==> config.mk <==
export PLATFORM = sky130hd
export DESIGN_NAME = seq_shift_add_multiplier
export DESIGN_NICKNAME = d
export VERILOG_FILES = /design/src/rtl/seq_shift_add_multiplier.sv
export SDC_FILE = /design/constraint.sdc
export NUM_CORES = 1
export LEC_CHECK = 0
export ABC_CLOCK_PERIOD_IN_PS = 6400
export CORE_MARGIN = 2
export CORE_UTILIZATION = 60
export DETAILED_ROUTE_END_ITERATION = 12
export PLACE_DENSITY = 0.82
export SKIP_LAST_GASP = 1
export SYNTH_ARGS = -nofsm -noshare
export SYNTH_HDL_FRONTEND = slang
export SYNTH_SLANG_ARGS = --single-unit
==> constraint.sdc <==
create_clock -name clk -period 6.4 [get_ports clk]
set_clock_uncertainty 0.05 [all_clocks]
set_input_delay 1.28 -clock clk [delete_from_list [all_inputs] [get_ports clk]]
set_output_delay 1.28 -clock clk [all_outputs]
set_load 0.05 [all_outputs]
==> src/rtl/seq_shift_add_multiplier.sv <==
// ============================================================================
// Module   : seq_shift_add_multiplier
// Brief    : Iterative shift-and-add multiplier, BITS_PER_CYCLE multiplier bits
//            per clock, unsigned or two's-complement operands, valid/ready I/O.
// Revision : 1.0 - initial release
// ============================================================================
`default_nettype none

module seq_shift_add_multiplier #(
  parameter int M_WIDTH        = 8,
  parameter int N_WIDTH        = 8,
  parameter int BITS_PER_CYCLE = 1
) (
  input  logic                       clk,
  input  logic                       rst,
  input  logic                       in_valid,
  output logic                       in_ready,
  input  logic [M_WIDTH-1:0]         a,
  input  logic [N_WIDTH-1:0]         b,
  input  logic                       signed_mode,
  output logic                       out_valid,
  input  logic                       out_ready,
  output logic [M_WIDTH+N_WIDTH-1:0] product,
  output logic                       busy
);

  localparam int ITER    = N_WIDTH / BITS_PER_CYCLE;
  localparam int P_WIDTH = M_WIDTH + N_WIDTH;
  localparam int CNT_W   = (ITER > 1) ? $clog2(ITER) : 1;
  localparam logic [CNT_W-1:0] c_last_iter = CNT_W'(ITER - 1);

  typedef enum logic [1:0] {
    S_IDLE = 2'd0,
    S_CALC = 2'd1,
    S_DONE = 2'd2
  } state_t;

  state_t             r_state;
  logic [P_WIDTH-1:0] r_a_sh;
  logic [N_WIDTH-1:0] r_b_sh;
  logic [P_WIDTH-1:0] r_acc;
  logic [P_WIDTH-1:0] r_product;
  logic [CNT_W-1:0]   r_cnt;
  logic               r_neg;
  logic               r_in_ready;
  logic               r_out_valid;
  logic               r_busy;

  logic [M_WIDTH-1:0] w_a_mag;
  logic [N_WIDTH-1:0] w_b_mag;
  logic               w_neg;
  logic [P_WIDTH-1:0] w_step;
  logic [P_WIDTH-1:0] w_acc_next;

  // -2^(W-1) negates to itself, which read unsigned is the correct magnitude
  always_comb begin
    w_a_mag = (signed_mode && a[M_WIDTH-1]) ? -a : a;
    w_b_mag = (signed_mode && b[N_WIDTH-1]) ? -b : b;
    w_neg   = signed_mode & (a[M_WIDTH-1] ^ b[N_WIDTH-1]);
  end

  // Multiplicand is pre-shifted and multiplier consumed from the LSB end
  always_comb begin
    w_step = '0;
    for (int j = 0; j < BITS_PER_CYCLE; j++) begin
      if (r_b_sh[j]) begin
        w_step = w_step + (r_a_sh << j);
      end
    end
    w_acc_next = r_acc + w_step;
  end

  always_ff @(posedge clk or posedge rst) begin
    if (rst) begin
      r_state     <= S_IDLE;
      r_a_sh      <= '0;
      r_b_sh      <= '0;
      r_acc       <= '0;
      r_product   <= '0;
      r_cnt       <= '0;
      r_neg       <= 1'b0;
      r_in_ready  <= 1'b1;
      r_out_valid <= 1'b0;
      r_busy      <= 1'b0;
    end else begin
      case (r_state)
        S_IDLE: begin
          if (in_valid) begin
            r_a_sh     <= P_WIDTH'(w_a_mag);
            r_b_sh     <= w_b_mag;
            r_neg      <= w_neg;
            r_acc      <= '0;
            r_cnt      <= '0;
            r_in_ready <= 1'b0;
            r_busy     <= 1'b1;
            r_state    <= S_CALC;
          end
        end
        S_CALC: begin
          r_acc  <= w_acc_next;
          r_a_sh <= r_a_sh << BITS_PER_CYCLE;
          r_b_sh <= r_b_sh >> BITS_PER_CYCLE;
          r_cnt  <= r_cnt + 1'b1;
          if (r_cnt == c_last_iter) begin
            r_product   <= r_neg ? -w_acc_next : w_acc_next;
            r_out_valid <= 1'b1;
            r_state     <= S_DONE;
          end
        end
        S_DONE: begin
          if (out_ready) begin
            r_out_valid <= 1'b0;
            r_in_ready  <= 1'b1;
            r_busy      <= 1'b0;
            r_state     <= S_IDLE;
          end
        end
        default: begin
          r_out_valid <= 1'b0;
          r_in_ready  <= 1'b1;
          r_busy      <= 1'b0;
          r_state     <= S_IDLE;
        end
      endcase
    end
  end

  assign in_ready  = r_in_ready;
  assign out_valid = r_out_valid;
  assign product   = r_product;
  assign busy      = r_busy;

endmodule

`default_nettype wire

### Clock routing, run 1

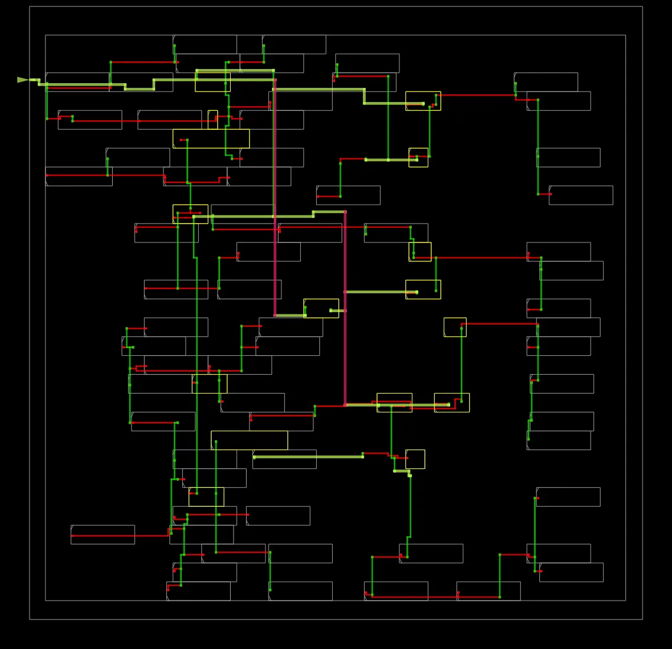
Late-Pin Clk Latency: 350 ps
clk sinks: 65
TritonCTS buffer count: 9
Clk. pwr: 0.000395 W

### Gate families picked out, run 1

Bar = 20 µm.
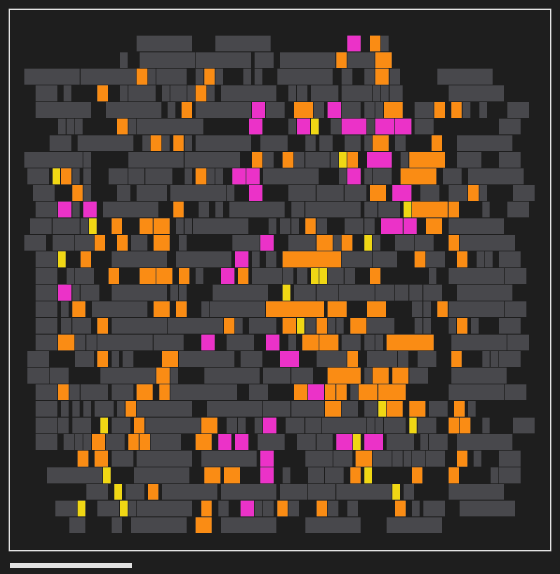
legend:
  orange:
    family: aoi and oai cells
    cells: 113
    where: all over the die
  magenta:
    family: and/or cells
    cells: 34
  yellow:
    family: inv cells
    cells: 21
multi-input combinational area share: 0.497
non-filler cells, final: 613
most frequent logic cell in the layout: nand2_1

### Floorplan with the power grid, run 1

Pins as bars on the die edge. Tap cells in gray.
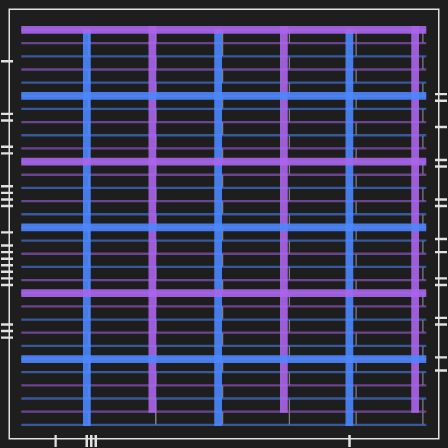
legend:
  blue:
    net: VSS
  purple:
    net: VDD
tap cells: 96
signal pins: 40
Core Region: 6830 µm²
Die Ht: 88.5 µm
Die Wd: 88.5 µm
worst vdd ir: 312 µV

==> CHANGELOG.md, run 1 <==
### Physical design

* Well Taps at 96
* Sequential Area at 1630 µm²
* Switching share of power at 0.481
* # rows at 30
* Startpoint types: flop
* #MultiIn Comb at 372
* Pwr Total at 0.00290 W
* Dpl hpwl at 6.21 mm
* RSZ-0062 raised after global routing: false
* Clock buffer depth at 2
* Synth Seq Share at 0.380
* Max Slew Vio Count at 0
* Per-cell routed wire length at 14.5 µm
* Drt via density at 5.90
* Post-CTS setup buffer count at 0
* Remaining antenna violation count at 0
* Main flop type: dfrtp_1
* Post_cts resized at 0
* I/O Buffers at 39
* Final Cycle Share at 0.612
* Final core utilization at 0.718
* Largest net degree at the start of global routing at 66
* Fillers at 558
* Ys async rst share at 1.00
* Peak Freq at 255 MHz
* Hold_buf cts at 0
* CP bufs+invs at 0
* Status: finished clean
* Worst setup EP type: flop
* Max-cap violations at 0
* Clk slew on worst S/H paths at 80 ps
* Initial DRT Pass Iterations at 5
* Ys cells at 482
* Worst-path cell chain: and2_1, ha_1, fa_1, a211oi_1, o21ai_0, a221oi_1, mux2i_1, or4b_1, o41ai_2, xor2_1, o21ai_1
* Initial antenna violation count at 0
* Fin Setup TNS at 0 ps
* First-pass GRT wire length at 15.2 mm
* ANT cells at 0
* Signal buffers at 43
* Minimum clock period after layout at 3920 ps
* # DRC at 0
* Sequential power share at 0.252
* Rel. slew slack at 0.351
* GRT Total Usage at 0.247
* Final WL at 8.90 mm
* Cell family with most CP delay: AND-OR/OR-AND gates
* GR Overflow Total at 0
* CP max-delay cell: dfrtp_1
* Worst-margin pin slew at 971 ps
* Core utilization before placement at 0.626
* Non-clock inverters at 21
* Cell area after synthesis at 4280 µm²
* Clk pwr share at 0.136
* Vias at 3615
* Chip Area, Yosys at 4280 µm²
* Final setup viols at 0
* Die area at 7820 µm²
* PD cells at 592 nW/µm²
* LEAKAGE at 2.13 nW
* Flops at 65
* Layout cells sized above 1 at 0.0870
* Flop share of the area at 0.332
* Vias in the first global route at 3311
* Logic area at 2440 µm²
* Cells after Synth at 482
* Critical path class: reg -> reg
* CP arrival at 4070 ps
* Syn_nets at 524
* Psw at 0.00140 W
* Nets at 554
* I/O Pins at 40
* Layout area overhead at 14.6%
* Signal buffers share of area at 0.0857
* CTS tree: done
* Max-area cell class: multi-input combinational cells
* Syn_area_per_cell at 8.88 µm²
* Worst R2R Setup Slack at 2480 ps
* Crit-path max cell delay at 520 ps
* EDFF count, synth at 0
* Synth Warn # at 0
* Worst Hold Class: reg -> reg
* Worst-path fanout max at 17
* Final Hold Viols at 0
* Root buf cell: clkbuf_8
* Clock buf/inv share at 0.0449
* Count of tool warnings at 26
* Comb power frac at 0.612
* H-Tree Depth at 3
* Global placer's final weighted congestion at 0.846
* FF+latch count, synth at 65
* P_int at 0.00151 W
* CP Data Required Time at 6560 ps
* Distinct lib cells at 67
* # clk buffers at 10
* First DRT Iteration DRCs at 222
==> run 1: metal layers <==
metal / global-route usage / routed length [µm] / part of all wire / up-vias
met5: 0 / 0 / 0 / -
met4: 0.0675 / 91 / 0.010 / 0
met3: 0.0560 / 438 / 0.049 / 10
met2: 0.414 / 4310 / 0.48 / 123
met1: 0.325 / 4060 / 0.46 / 1699
li1: - / - / - / 1783
==> run 1: metrics by stage <==
step | cells | hold slack, ps | cell area [µm²] | worst slack (ps)
floorplan | 482 | 406 | 4280 | 2840
global placement | 597 | 399 | 4680 | 2570
finish | 613 | 415 | 4900 | 2480
detailed placement | 597 | 400 | 4680 | 2460
global route | 613 | 454 | 4900 | 2150
CTS | 613 | 418 | 4900 | 2450
==> run 1: power groups by stage <==
stage	logic, W	registers [W]	clock network [W]
after floorplan	0.00125	0.000885	0
after global placement	0.00171	0.000729	0
after detailed placement	0.00176	0.000738	0
after CTS	0.00178	0.000733	0.000397
after global routing	0.00198	0.000757	0.000419
final	0.00178	0.000732	0.000395
==> run 1: layout by cell type (no fill, tap or decap), types with 4 or more instances in the layout <==
master / instances
buf_4: 4
a31oi_1: 7
nor3_1: 11
dfrtp_1: 64
nand3_1: 28
clkdlybuf4s50_1: 39
o21ai_0: 50
nand2_1: 76
o31ai_1: 4
xnor2_1: 24
and2_1: 17
a21oi_1: 8
clkbuf_8: 9
o21ai_1: 7
a22oi_1: 12
ha_1: 20
mux2i_1: 4
inv_1: 20
a2111oi_0: 5
xor2_1: 9
o211ai_1: 5
nor2_1: 23
==> run 1: cell usage after synthesis (all sizes together), types with 4 or more instances <==
master   instances  share of area
mux2i            4         0.0094
o211ai           6          0.012
xor2             9          0.018
nand2           76          0.067
a2111oi          5          0.010
ha              20          0.058
a21oi            8         0.0094
and3             6          0.011
o31ai            4         0.0070
a31oi            8          0.015
o21ai           57          0.067
buf              5         0.0091
xnor2           25          0.053
nor2            23          0.020
nor3            11          0.013
a22oi           12          0.021
and2            18          0.027
dfrtp           64           0.37
inv             21          0.018
nand3           30          0.037
clkbuf          18          0.020
==> run 1: kinds of logic (layout without fill, tap and decap cells) <==
| group | Yosys count | after routing | share of synthesized area |
|---|---|---|---|
| AND-OR/OR-AND | 125 | 125 | 0.208 |
| AND/OR/NAND/NOR | 187 | 187 | 0.215 |
| multiplexers | 5 | 5 | 0.0120 |
| XOR/XNOR | 34 | 34 | 0.0713 |
| adder cells (fa/ha/maj) | 21 | 21 | 0.0632 |
| flip-flops | 65 | 65 | 0.380 |
| buffers and inverters | 45 | 80 | 0.0506 |
==> run 1: path summary, 6_finish.rpt <==
| kind | to | start | cells past startpoint |
|---|---|---|---|
| min | in_ready$_DFFE_PP1P_ | in_ready$_DFFE_PP1P_ | 2 |
| max reg2reg | product[15]$_DFFE_PP0P_ | r_b_sh[0]$_DFFE_PP0P_ | 11 |
| max | product[15]$_DFFE_PP0P_ | r_b_sh[0]$_DFFE_PP0P_ | 11 |
| min reg2reg | in_ready$_DFFE_PP1P_ | in_ready$_DFFE_PP1P_ | 2 |
| min in group asynchronous | r_neg$_DFFE_PP0P_ | rst | 3 |
| max in group asynchronous | r_b_sh[1]$_DFFE_PP0P_ | rst | 3 |
==> inputs of run 2 (changes only) <==
ABC_CLOCK_PERIOD_IN_PS = 4100   (was 6400)
CORE_UTILIZATION = 58   (was 60)
PLACE_DENSITY = 0.8   (was 0.82)
clock period = 4.1 ns   (was 6.4 ns; I/O delays follow)
==> run 2 against run 1 <==
  * Largest power group unchanged
  * Critical path type unchanged
  * Power increased by 55%
  * Sequential power increased by 56%
  * Cell count increased by 0.65%
  * Highest routed layer unchanged
==> CHANGELOG.md, run 2 <==
### Physical design

* Synth Warn # at 0 (unchanged)
* Die Wd at 89.9 µm (+1.6%)
* Startpoint types: flop
* Global placer's final weighted congestion at 0.856 (+1.2%)
* Critical path class: reg -> reg
* Rel. slew slack at 0.372 (+0.0206)
* Final setup viols at 0 (unchanged)
* Vias in the first global route at 3456 (+4.4%)
* Count of tool warnings at 26 (unchanged)
* RSZ-0062 raised after global routing: false
* Worst-margin pin slew at 940 ps (-30.8 ps)
* Fin Setup TNS at 0 ps (unchanged)
* Dominant logic cell types in the final layout: nand2_1, dfrtp_1, o21ai_0, clkdlybuf4s50_1, nand3_1
* Initial DRT Pass Iterations at 4 (-1)
* Post-CTS setup buffer count at 0 (unchanged)
* Clk slew on worst S/H paths at 70 ps (about the same)
* # rows at 31 (+3.3%)
* GR Overflow Total at 0 (unchanged)
* Worst-path fanout max at 8 (-9)
* Area leader, netlist: dfrtp_1
* Chip Area, Yosys at 4280 µm² (unchanged)
* Die area at 8080 µm² (+3.3%)
* Ys async rst share at 1.00 (unchanged)
* Ys cells at 482 (unchanged)
* Minimum clock period after layout at 3730 ps (-187 ps)
* Fillers at 615 (+10%)
* Area leader share at 0.374 (unchanged)
* GRT Total Usage at 0.231 (-0.0167)
* I/O Buffers at 39 (unchanged)
* Pwr Total at 0.00450 W (+55%)
* FF+latch count, synth at 65 (unchanged)
* Clock buffer depth at 2 (unchanged)
* Distinct lib cells at 67 (unchanged)
* I/O Pins at 40 (unchanged)
* Max Slew Vio Count at 0 (unchanged)
* Dpl hpwl at 6.61 mm (+6.5%)
* Main flop type: dfrtp_1
* Largest net degree at the start of global routing at 41 (-38%)
* Nets at 555 (+0.18%)
* TritonCTS buffer count at 9 (unchanged)
* Layout area overhead at 14.4%
* Largest cells by area after synthesis: dfrtp_1, nand2_1, ha_1
* Worst Hold Launch: in_ready$_DFFE_PP1P_
* Remaining antenna violation count at 0 (unchanged)
* Initial antenna violation count at 0 (unchanged)
* Core utilization before placement at 0.593 (-0.0332)
* CP arrival at 3890 ps (-180 ps)
* Final Hold Viols at 0 (unchanged)
* Synth top cell by count: nand2_1
* Max-cap violations at 0 (unchanged)
* First-pass GRT wire length at 15.3 mm (+0.91%)
* Pre-CTS setup slack at 347 ps (-2110 ps)
* Final Cycle Share at 0.910 (+0.298)
* Worst setup EP type: flop
* Root buf cell: clkbuf_8
* Cell area after synthesis at 4280 µm² (unchanged)
* Die Ht at 89.9 µm (+1.6%)
* Final setup margin at 368 ps (-2110 ps)
* CP Data Required Time at 4260 ps (-2300 ps)
* Status: finished clean
* Top cells by count: nand2_1, dfrtp_1, o21ai_0
* Worst R2R Setup Slack at 370 ps (-2110 ps)
* First DRT Iteration DRCs at 182 (-18%)
* Cells after Synth at 482 (unchanged)
* RR Startpoint: r_b_sh[0]$_DFFE_PP0P_
* Worst vdd ir at 602 µV (+93%)
* Drt via density at 5.80 (-1.7%)
* LEAKAGE at 2.14 nW (about the same)
* Peak Freq at 268 MHz (+5.0%)
* Synth Seq Share at 0.380 (unchanged)
* Syn_area_per_cell at 8.88 µm² (unchanged)
* Worst Hold Class: reg -> reg
* Clk sinks at 65 (unchanged)
* Final WL at 8.95 mm (+0.52%)
* Per-cell routed wire length at 14.5 µm (-0.13%)
* PD cells at 919 nW/µm² (+55%)
* Syn_nets at 524 (unchanged)
* ANT cells at 0 (unchanged)
* H-Tree Depth at 3 (unchanged)
* Launch point of the worst path: r_b_sh[0]$_DFFE_PP0P_
* EDFF count, synth at 0 (unchanged)
* # DRC at 0 (unchanged)
* Core Region at 7210 µm² (+5.6%)
* Most frequent logic cell in the layout: nand2_1
* Vias at 3576 (-1.1%)
* Layout cells sized above 1 at 0.0888 (+0.00176)
* CTS tree: done
run 2: worst paths after layout:
path / end / cells after the start
min in group asynchronous: r_acc[3]$_DFFE_PP0P_ / 2
setup / recovery: product[15]$_DFFE_PP0P_ / 11
max in group asynchronous: in_ready$_DFFE_PP1P_ / 3
hold reg to reg: in_ready$_DFFE_PP1P_ / 2
setup reg to reg: product[15]$_DFFE_PP0P_ / 11
hold / removal: in_ready$_DFFE_PP1P_ / 2
run 2: cell type report:
type | count | area [µm²] | share of cell area
multi-input cells | 372 | 2440 | 0.498
clock inverters | 5 | 56.3 | 0.0115
inverters | 21 | 78.8 | 0.0161
flip-flops and latches | 65 | 1630 | 0.333
repair buffers | 44 | 428 | 0.0874
clock buffers | 11 | 141 | 0.0289
well taps | 99 | 124 | 0.0253
run 2: kinds of logic after synthesis:
family	share of synthesized area
fa+ha+maj	0.0632
mux	0.0120
compound gates	0.208
buf+inv	0.0506
flops	0.380
xor+xnor	0.0713
simple gates	0.215
run 2: report_power, final:
| group | total, W | internal (W) | leakage, nW | switching (W) |
|---|---|---|---|---|
| Combinational | 0.00281 | 0.00108 | 1.22 | 0.00173 |
| Clock | 0.000555 | 0.000296 | 0.0993 | 0.000259 |
| Sequential | 0.00114 | 0.000938 | 0.816 | 0.000199 |
| Total | 0.00450 | 0.00232 | 2.14 | 0.00218 |
run 2: what timing repair did:
action,4_1_cts,5_1_grt
resized,0,1
setup endpoints to repair,0,1
hold endpoints to repair,0,0
hold buffers,0,0
run 2: layer usage:
layer	global-route usage	wire length [µm]	vias up
li1	-	-	1780
met1	0.296	4130	1683
met2	0.388	4250	101
met3	0.0528	432	12
met4	0.0795	131	0
met5	0	0	-
run 2: per-stage QoR:
stage / hold WS (ps) / area [µm²] / util / instances
after floorplan: 406 / 4280 / - / 482
after global placement: 401 / 4700 / 0.651 / 601
after detailed placement: 401 / 4700 / 0.651 / 601
after CTS: 420 / 4890 / 0.678 / 617
after global routing: 440 / 4890 / 0.678 / 617
final: 416 / 4890 / 0.678 / 617
run 2: critical path, stage by stage, from the launching register on:
cell and delay [ps]:
dfrtp_1 430, and2_1 160, ha_1 210, fa_1 460, a211oi_1 300, o21ai_0 190, a221oi_1 470, mux2i_1 270
or4b_1 500, o41ai_2 320, xor2_1 170, o21ai_1 70
### Clock routing, run 2

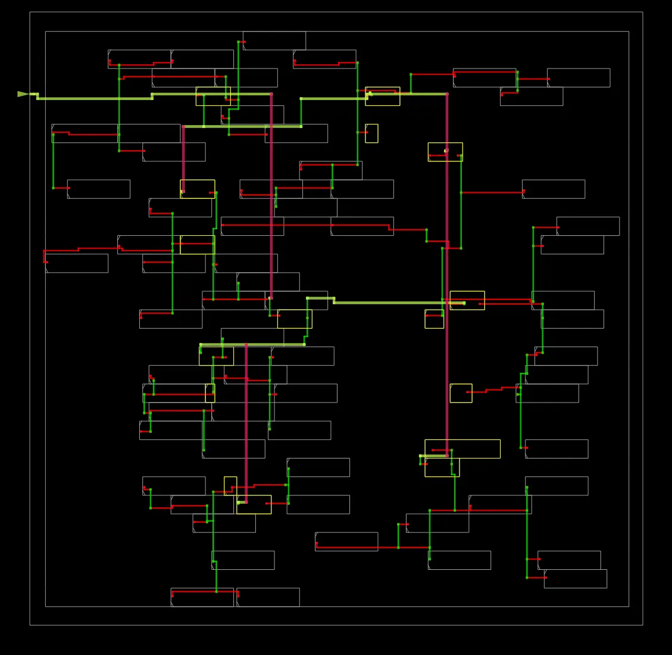
Flops: 65
# clk buffers: 11
Late-Pin Clk Latency: 360 ps
Clk. pwr: 0.000555 W

### Gate families picked out, run 2

Bar = 20 µm.
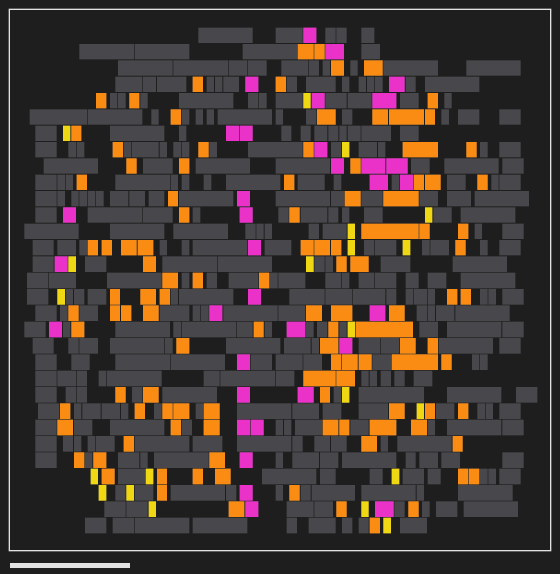
legend:
  magenta:
    family: and/or cells
    cells: 34
  orange:
    family: aoi and oai cells
    cells: 113
  yellow:
    family: inv cells
    cells: 21
    where: all over the die
multi-input combinational area share: 0.498
non-filler cells, final: 617

### Clock wires, drivers and flops, run 2

Bar = 20 µm.
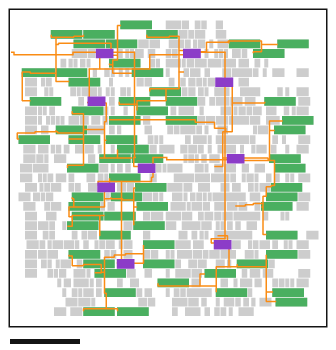
legend:
  orange:
    item: clock wires
    length: 890 µm
  purple:
    item: clock-net drivers
    count: 9
  green:
    item: flip-flops
    count: 65
flops lie: all over the die
Clk pwr share: 0.123

No activity file was given, so power comes from the tool's default toggle rates.
